**src/rtl/io_map_pkg.sv**
```systemverilog
// Address map and shared types for the CPU-side IO responder.
// LED_BLINK_EN enables the blink feature; the BLINK_ADDR constant is always defined here.
package io_map_pkg;

  localparam int IO_DATA_W = 16;

  localparam logic [31:0] LED_ADDR   = 32'hFFFF_FC60;
  localparam logic [31:0] BLINK_ADDR = 32'hFFFF_FC64;
  localparam logic [31:0] SW_ADDR    = 32'hFFFF_FC70;
  localparam logic [31:0] STAT_ADDR  = 32'hFFFF_FC74;

  typedef enum logic [2:0] {
    IO_NONE,
    IO_LED,
    IO_BLINK,
    IO_SW,
    IO_STAT
  } io_reg_e;

  // Full 32-bit compare; any partial match is treated as unmapped.
  function automatic io_reg_e io_decode(input logic [31:0] addr);
    case (addr)
      LED_ADDR:   return IO_LED;
      BLINK_ADDR: return IO_BLINK;
      SW_ADDR:    return IO_SW;
      STAT_ADDR:  return IO_STAT;
      default:    return IO_NONE;
    endcase
  endfunction

endpackage

```
**src/rtl/io_responder_if.sv**
```systemverilog
// CPU <-> peripheral IO bus: chip-select strobes, address, write data and read data.
// The CPU side drives strobes/address/data; the responder returns io_rdata combinationally.
interface io_responder_if;
  import io_map_pkg::*;

  logic                 LEDCtrl;
  logic                 SwitchCtrl;
  logic [31:0]          addr;
  logic [31:0]          write_data;
  logic [IO_DATA_W-1:0] io_rdata;

  modport master (
    output LEDCtrl, SwitchCtrl, addr, write_data,
    input  io_rdata
  );

  modport slave (
    input  LEDCtrl, SwitchCtrl, addr, write_data,
    output io_rdata
  );

endinterface

```
**src/rtl/sw_debounce.sv**
```systemverilog
// Two-flop synchronizer followed by a whole-vector debouncer for the board switches.
// changed_pulse is high during the cycle whose closing edge loads a new stable value.
module sw_debounce
  import io_map_pkg::*;
#(
  parameter int unsigned DEBOUNCE_CYCLES = 100000
) (
  input  logic                 clk,
  input  logic                 rst_n,
  input  logic [IO_DATA_W-1:0] raw,
  output logic [IO_DATA_W-1:0] stable,
  output logic                 changed_pulse
);

  localparam int unsigned    CNT_W    = $clog2(DEBOUNCE_CYCLES);
  localparam logic [CNT_W-1:0] CNT_LAST = CNT_W'(DEBOUNCE_CYCLES - 1);

  logic [IO_DATA_W-1:0] s1;
  logic [IO_DATA_W-1:0] s2;
  logic [IO_DATA_W-1:0] sw_last;
  logic [IO_DATA_W-1:0] sw_stable;
  logic [CNT_W-1:0]     cnt;
  logic                 accept;

  // A candidate is accepted only after it has been seen unchanged for the full window.
  assign accept        = (s2 == sw_last) && (sw_last != sw_stable) && (cnt == CNT_LAST);
  assign changed_pulse = accept;
  assign stable        = sw_stable;

  // NOTE: non-blocking assignments so every flop samples pre-edge values; with
  // blocking ones s2 would take raw in the same edge and the synchronizer collapses.
  always_ff @(posedge clk or negedge rst_n) begin
    if (!rst_n) begin
      s1        <= '0;
      s2        <= '0;
      sw_last   <= '0;
      sw_stable <= '0;
      cnt       <= '0;
    end else begin
      s1 <= raw;
      s2 <= s1;
      if (s2 != sw_last) begin
        sw_last <= s2;
        cnt     <= '0;
      end else if (sw_last != sw_stable) begin
        if (accept) begin
          sw_stable <= sw_last;
          cnt       <= '0;
        end else begin
          cnt <= cnt + 1'b1;
        end
      end else begin
        // Bounce settled back on the stable value: nothing to accept.
        cnt <= '0;
      end
    end
  end

endmodule

```
**src/rtl/io_responder.sv**
```systemverilog
// Peripheral endpoint of the CPU IO split: LED register, debounced switches, sticky change flag.
// Define LED_BLINK_EN to add the blink mask register and blink prescaler.
module io_responder
  import io_map_pkg::*;
#(
  parameter int unsigned DEBOUNCE_CYCLES = 100000,
  parameter int unsigned BLINK_HALF      = 25000000
) (
  input  logic                 clk,
  input  logic                 rst_n,
  io_responder_if.slave        bus,
  input  logic [IO_DATA_W-1:0] sw_in,
  output logic [IO_DATA_W-1:0] led_out
);

  io_reg_e              sel;
  logic                 wr_led;
  logic                 rd_stat;
  logic [IO_DATA_W-1:0] led_reg;
  logic [IO_DATA_W-1:0] sw_stable;
  logic                 sw_changed;
  logic                 chg;
  logic [IO_DATA_W-1:0] blink_rdata;
  logic                 unused_wdata_hi;

  assign sel             = io_decode(bus.addr);
  assign wr_led          = bus.LEDCtrl && (sel == IO_LED);
  assign rd_stat         = bus.SwitchCtrl && (sel == IO_STAT);
  assign unused_wdata_hi = ^bus.write_data[31:IO_DATA_W];

  sw_debounce #(
    .DEBOUNCE_CYCLES(DEBOUNCE_CYCLES)
  ) u_sw_debounce (
    .clk          (clk),
    .rst_n        (rst_n),
    .raw          (sw_in),
    .stable       (sw_stable),
    .changed_pulse(sw_changed)
  );

  always_ff @(posedge clk or negedge rst_n) begin
    if (!rst_n) begin
      led_reg <= '0;
    end else if (wr_led) begin
      led_reg <= bus.write_data[IO_DATA_W-1:0];
    end
  end

  // Set has priority so an acceptance coinciding with a status read is not lost.
  always_ff @(posedge clk or negedge rst_n) begin
    if (!rst_n) begin
      chg <= 1'b0;
    end else if (sw_changed) begin
      chg <= 1'b1;
    end else if (rd_stat) begin
      chg <= 1'b0;
    end
  end

`ifdef LED_BLINK_EN
  localparam int unsigned     PRE_W    = (BLINK_HALF > 1) ? $clog2(BLINK_HALF) : 1;
  localparam logic [PRE_W-1:0] PRE_LAST = PRE_W'(BLINK_HALF - 1);

  logic [IO_DATA_W-1:0] blink_mask;
  logic [PRE_W-1:0]     pre_cnt;
  logic                 phase;

  always_ff @(posedge clk or negedge rst_n) begin
    if (!rst_n) begin
      blink_mask <= '0;
      pre_cnt    <= '0;
      phase      <= 1'b0;
    end else begin
      if (bus.LEDCtrl && (sel == IO_BLINK)) begin
        blink_mask <= bus.write_data[IO_DATA_W-1:0];
      end
      // Free-running: phase flips once every BLINK_HALF cycles.
      if (pre_cnt == PRE_LAST) begin
        pre_cnt <= '0;
        phase   <= ~phase;
      end else begin
        pre_cnt <= pre_cnt + 1'b1;
      end
    end
  end

  assign blink_rdata = blink_mask;
  assign led_out     = led_reg & ~(blink_mask & {IO_DATA_W{phase}});
`else
  assign blink_rdata = '0;
  assign led_out     = led_reg;
`endif

  // NOTE: the default is assigned first so every path drives io_rdata and no latch is inferred.
  always_comb begin
    bus.io_rdata = '0;
    if (bus.SwitchCtrl) begin
      case (sel)
        IO_SW:    bus.io_rdata = sw_stable;
        IO_STAT:  bus.io_rdata = {{(IO_DATA_W-1){1'b0}}, chg};
        IO_LED:   bus.io_rdata = led_reg;
        IO_BLINK: bus.io_rdata = blink_rdata;
        default:  bus.io_rdata = '0;
      endcase
    end
  end

endmodule
```
**src/flat_wrapper.sv**
```systemverilog
// flat-port wrapper written by rule: the top's interface ports become plain ports
module io_responder_flat import io_map_pkg::*;
#(
  parameter int unsigned DEBOUNCE_CYCLES = 100000,
  parameter int unsigned BLINK_HALF      = 25000000
)
  (clk, rst_n, sw_in, led_out, bus_LEDCtrl, bus_SwitchCtrl, bus_addr, bus_write_data, bus_io_rdata);
  io_responder_if bus_i ();
  input  logic clk;
  input  logic rst_n;
  input  logic [IO_DATA_W-1:0] sw_in;
  output logic [IO_DATA_W-1:0] led_out;
  input wire logic [$bits(bus_i.LEDCtrl)-1:0] bus_LEDCtrl;
  input wire logic [$bits(bus_i.SwitchCtrl)-1:0] bus_SwitchCtrl;
  input wire logic [$bits(bus_i.addr)-1:0] bus_addr;
  input wire logic [$bits(bus_i.write_data)-1:0] bus_write_data;
  output wire logic [$bits(bus_i.io_rdata)-1:0] bus_io_rdata;
  assign bus_i.LEDCtrl = bus_LEDCtrl;
  assign bus_i.SwitchCtrl = bus_SwitchCtrl;
  assign bus_i.addr = bus_addr;
  assign bus_i.write_data = bus_write_data;
  assign bus_io_rdata = bus_i.io_rdata;
  io_responder #(.DEBOUNCE_CYCLES(DEBOUNCE_CYCLES), .BLINK_HALF(BLINK_HALF)) u_core (.clk(clk), .rst_n(rst_n), .bus(bus_i), .sw_in(sw_in), .led_out(led_out));
endmodule
```
**config.mk**
```make
export PLATFORM = sky130hd
export DESIGN_NAME = io_responder_flat
export DESIGN_NICKNAME = d
export VERILOG_FILES = /design/src/rtl/io_map_pkg.sv /design/src/rtl/io_responder_if.sv /design/src/rtl/sw_debounce.sv /design/src/rtl/io_responder.sv /design/src/flat_wrapper.sv
export SDC_FILE = /design/constraint.sdc
export NUM_CORES = 1
export LEC_CHECK = 0
export CAP_MARGIN = 10
export CORE_ASPECT_RATIO = 0.9
export CORE_MARGIN = 2
export CORE_UTILIZATION = 43
export DETAILED_ROUTE_END_ITERATION = 10
export GPL_TIMING_DRIVEN = 0
export PLACE_DENSITY = 0.76
export SYNTH_ARGS = -nofsm -noshare
export SYNTH_HDL_FRONTEND = slang
export SYNTH_SLANG_ARGS = --single-unit
```
**constraint.sdc**
```tcl
create_clock -name clk -period 2 [get_ports clk]
set_input_delay 0.3 -clock clk [delete_from_list [all_inputs] [get_ports clk]]
set_output_delay 0.3 -clock clk [all_outputs]
set_load 0.02 [all_outputs]
```
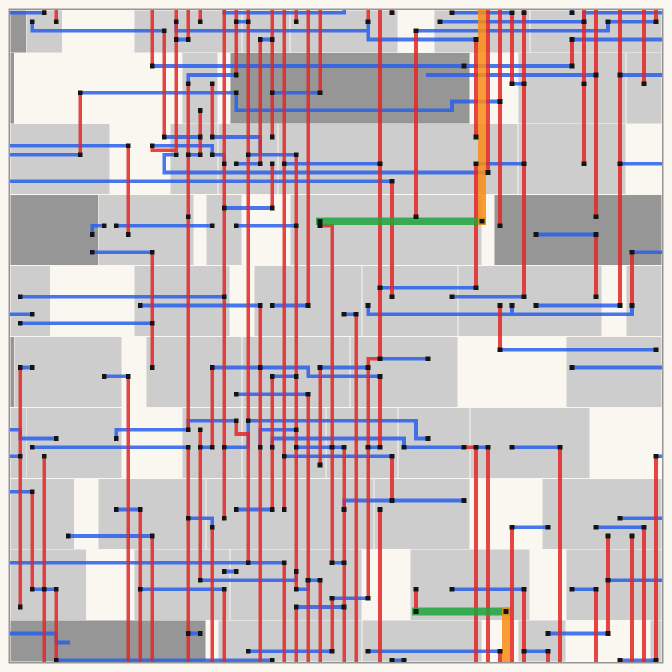
Figure 1: close-up of the layout.
Region (67, 12) to (92, 37) um. Cells in grey, sequential cells in the stronger grey; small squares are vias.
legend:
  green:
    layer: metal 3
  blue:
    layer: metal 1
  red:
    layer: metal 2
  orange:
    layer: metal 4
most frequent: clkdlybuf4s50_1 (6), nor2_4 (5), buf_6 (5)
netlist names of flops here include: `u_core.led_out` (3)
sequential cells in the window: 3
cells with their middle in the window: 47

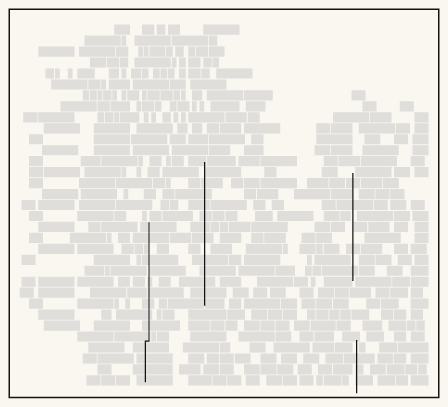
Figure 2: signal wires on met4.
share of all routed wire: 1.3%
wire length on this layer: 115 um
longest straight run: 35.4 um
nets with wire on the layer: 4
main direction: vertical

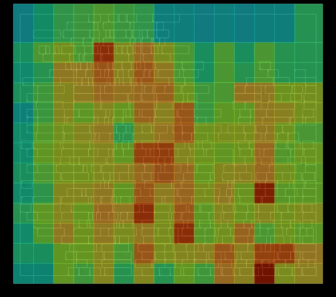
Figure 3: routing congestion map.
final core utilization: 0.664
M3 GR Usage: 0.0481
Avg WL per Cell: 15.5 um

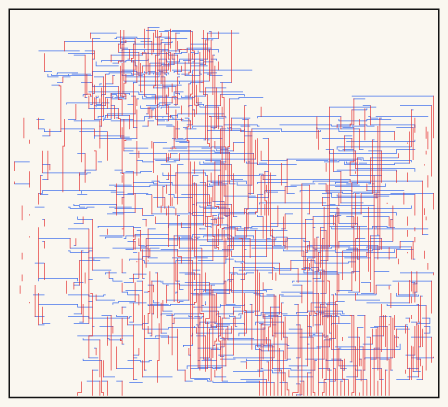
Figure 4: routed metal, one colour a layer.
Only two layers are drawn.
legend:
  red:
    layer: metal 2
    wire_length: 4300 um
  blue:
    layer: metal 1
    wire_length: 3970 um

==> summary.txt <==
run metrics: CTS Sinks 98, Top cells excl fill/tap 96 x dfrtp_1, 52 x clkdlybuf4s50_1, 26 x mux2_4, 23 x xnor2_1, 23 x xor2_1, vias per std cell 4.89, unrepaired setup endpoints after global routing true, Final min period 2.13 ns, failing checks negative setup slack, Pleak 2.81 nW, fraction of layout instances using a drive strength above 1 0.301, Reg power frac 0.583, Least-Margin Pin Slew 0.451 ns, CTS H-tree depth 3, area share of fa/ha/maj cells after synthesis 0.00309, Initial Util 0.443, cell count in the Yosys report 316, Fin Setup TNS -4.23 ns, crit end category flip-flop, worst rel slew slack 0.698, root buffer cell clkbuf_8, CP required 2.25 ns, die height 96 um, GRT Overall Usage 0.179, Yosys cell types 29, sw frac 0.238, nets 529, Finish-stage setup viols 49, first-iteration detailed-routing DRC count 181, antenna cells 0, Setup WS post-layout -0.130 ns, Fmax 0.469 GHz, CTS Buffer Depth 2, Worst VDD drop 0.481 mV, first-pass iteration count of the detailed router 4, synth top area cells dfrtp_1 61%, mux2_2 6.1%, xor2_1 5.2%, xnor2_1 5.0%, mux2i_1 4.0%, simple-gate portion of the synthesized area 0.115, Critical Path AT 2.38 ns, cell area after layout 6060 um2, run status finished, violations left
[critical path, stage by stage]
cell	delay, ns
buf_6	0.09
or4b_4	0.54
nor4_4	0.18
buf_4	0.18
nand2_2	0.04
or4b_4	0.58
clkbuf_16	0.19
mux2_4	0.29
[registers in the layout, indices dropped and copies added, names as in the netlist]
name	cells
u_core.u_sw_debounce.s1	16
u_core.u_sw_debounce.stable	16
u_core.u_sw_debounce.cnt	17
u_core.u_sw_debounce.sw_last	16
u_core.led_out	16
u_core.u_sw_debounce.s2	16
u_core.chg	1
[cells in the mapped netlist]
cell	instances
o211ai_1	1
o21ai_0	1
clkbuf_1	20
nor2_1	38
nand3_1	10
nor4_1	6
nand2b_1	1
nand4_1	12
mux2_4	10
or3_1	1
dfrtp_1	98
mux2i_1	16
nand4bb_1	1
nor3_1	6
xor2_1	24
xnor2_1	23
ha_1	1
or4b_1	1
or4b_4	1
and3_1	1
a31oi_1	1
nand4b_1	3
buf_12	1
inv_1	3
nor4_2	1
buf_1	2
mux2_2	22
buf_6	1
nand2_1	10
[worst paths after layout]
check,end,cells past startpoint,slack [ns]
min reg2reg,u_core.u_sw_debounce.s2[13]$_DFF_PN0_,0,0.35
max reg2reg,u_core.u_sw_debounce.stable[4]$_DFFE_PN0P_,8,-0.11
min in group asynchronous,u_core.u_sw_debounce.s1[0]$_DFF_PN0_,2,0.43
max,u_core.led_out[13]$_DFFE_PN0P_,8,-0.13
min,u_core.u_sw_debounce.s2[13]$_DFF_PN0_,0,0.35
max in group asynchronous,u_core.u_sw_debounce.s1[9]$_DFF_PN0_,3,0.91
[kinds of logic (layout without fill, tap and decap cells)]
family / count (synthesis) / in the layout
buffers and inverters: 27 / 160
AND-OR/OR-AND: 3 / 3
multiplexers: 48 / 48
adder cells (fa/ha/maj): 1 / 1
XOR/XNOR: 47 / 47
AND/OR/NAND/NOR: 92 / 92
flip-flops: 98 / 98
[stage by stage]
stage	util	power, mW
finish	0.664	3.54
global route	0.664	3.69
CTS	0.638	3.59
detailed placement	0.580	2.36
global placement	0.577	2.35
floorplan	-	2.17
[power by group through the flow]
stage / logic, mW / clock network, mW / registers [mW]
floorplan: 0.0698 / 0 / 2.10
global placement: 0.244 / 0 / 2.10
detailed placement: 0.254 / 0 / 2.10
CTS: 0.255 / 1.27 / 2.07
global route: 0.280 / 1.34 / 2.07
finish: 0.255 / 1.22 / 2.07
[layer usage]
metal  vias up  global-route usage  wire (um)  share of wire
li1       1319                   -          -              -
met1      1383               0.234       3970           0.45
met2        80               0.292       4300           0.49
met3        10              0.0481        465          0.053
met4         0              0.0614        115          0.013
met5         -                   0          0              0
[final cells by class]
class	count	share of cell area
inverter	3	0.00186
buffer	23	0.0262
clock buffer	10	0.0227
multi-input combinational	191	0.295
sequential	98	0.405
timing repair buffer	118	0.214
clock inverter	6	0.00950
tap	122	0.0252
[timing repair]
item,in CTS,in global routing
pin swaps,17,32
cloned,2,2
hold buffers,1,0
endpoints found under the hold margin,32,0
setup buffers,10,6
gates resized,158,60
setup endpoints to repair,59,59
No activity file was given, so power comes from the tool's default toggle rates.
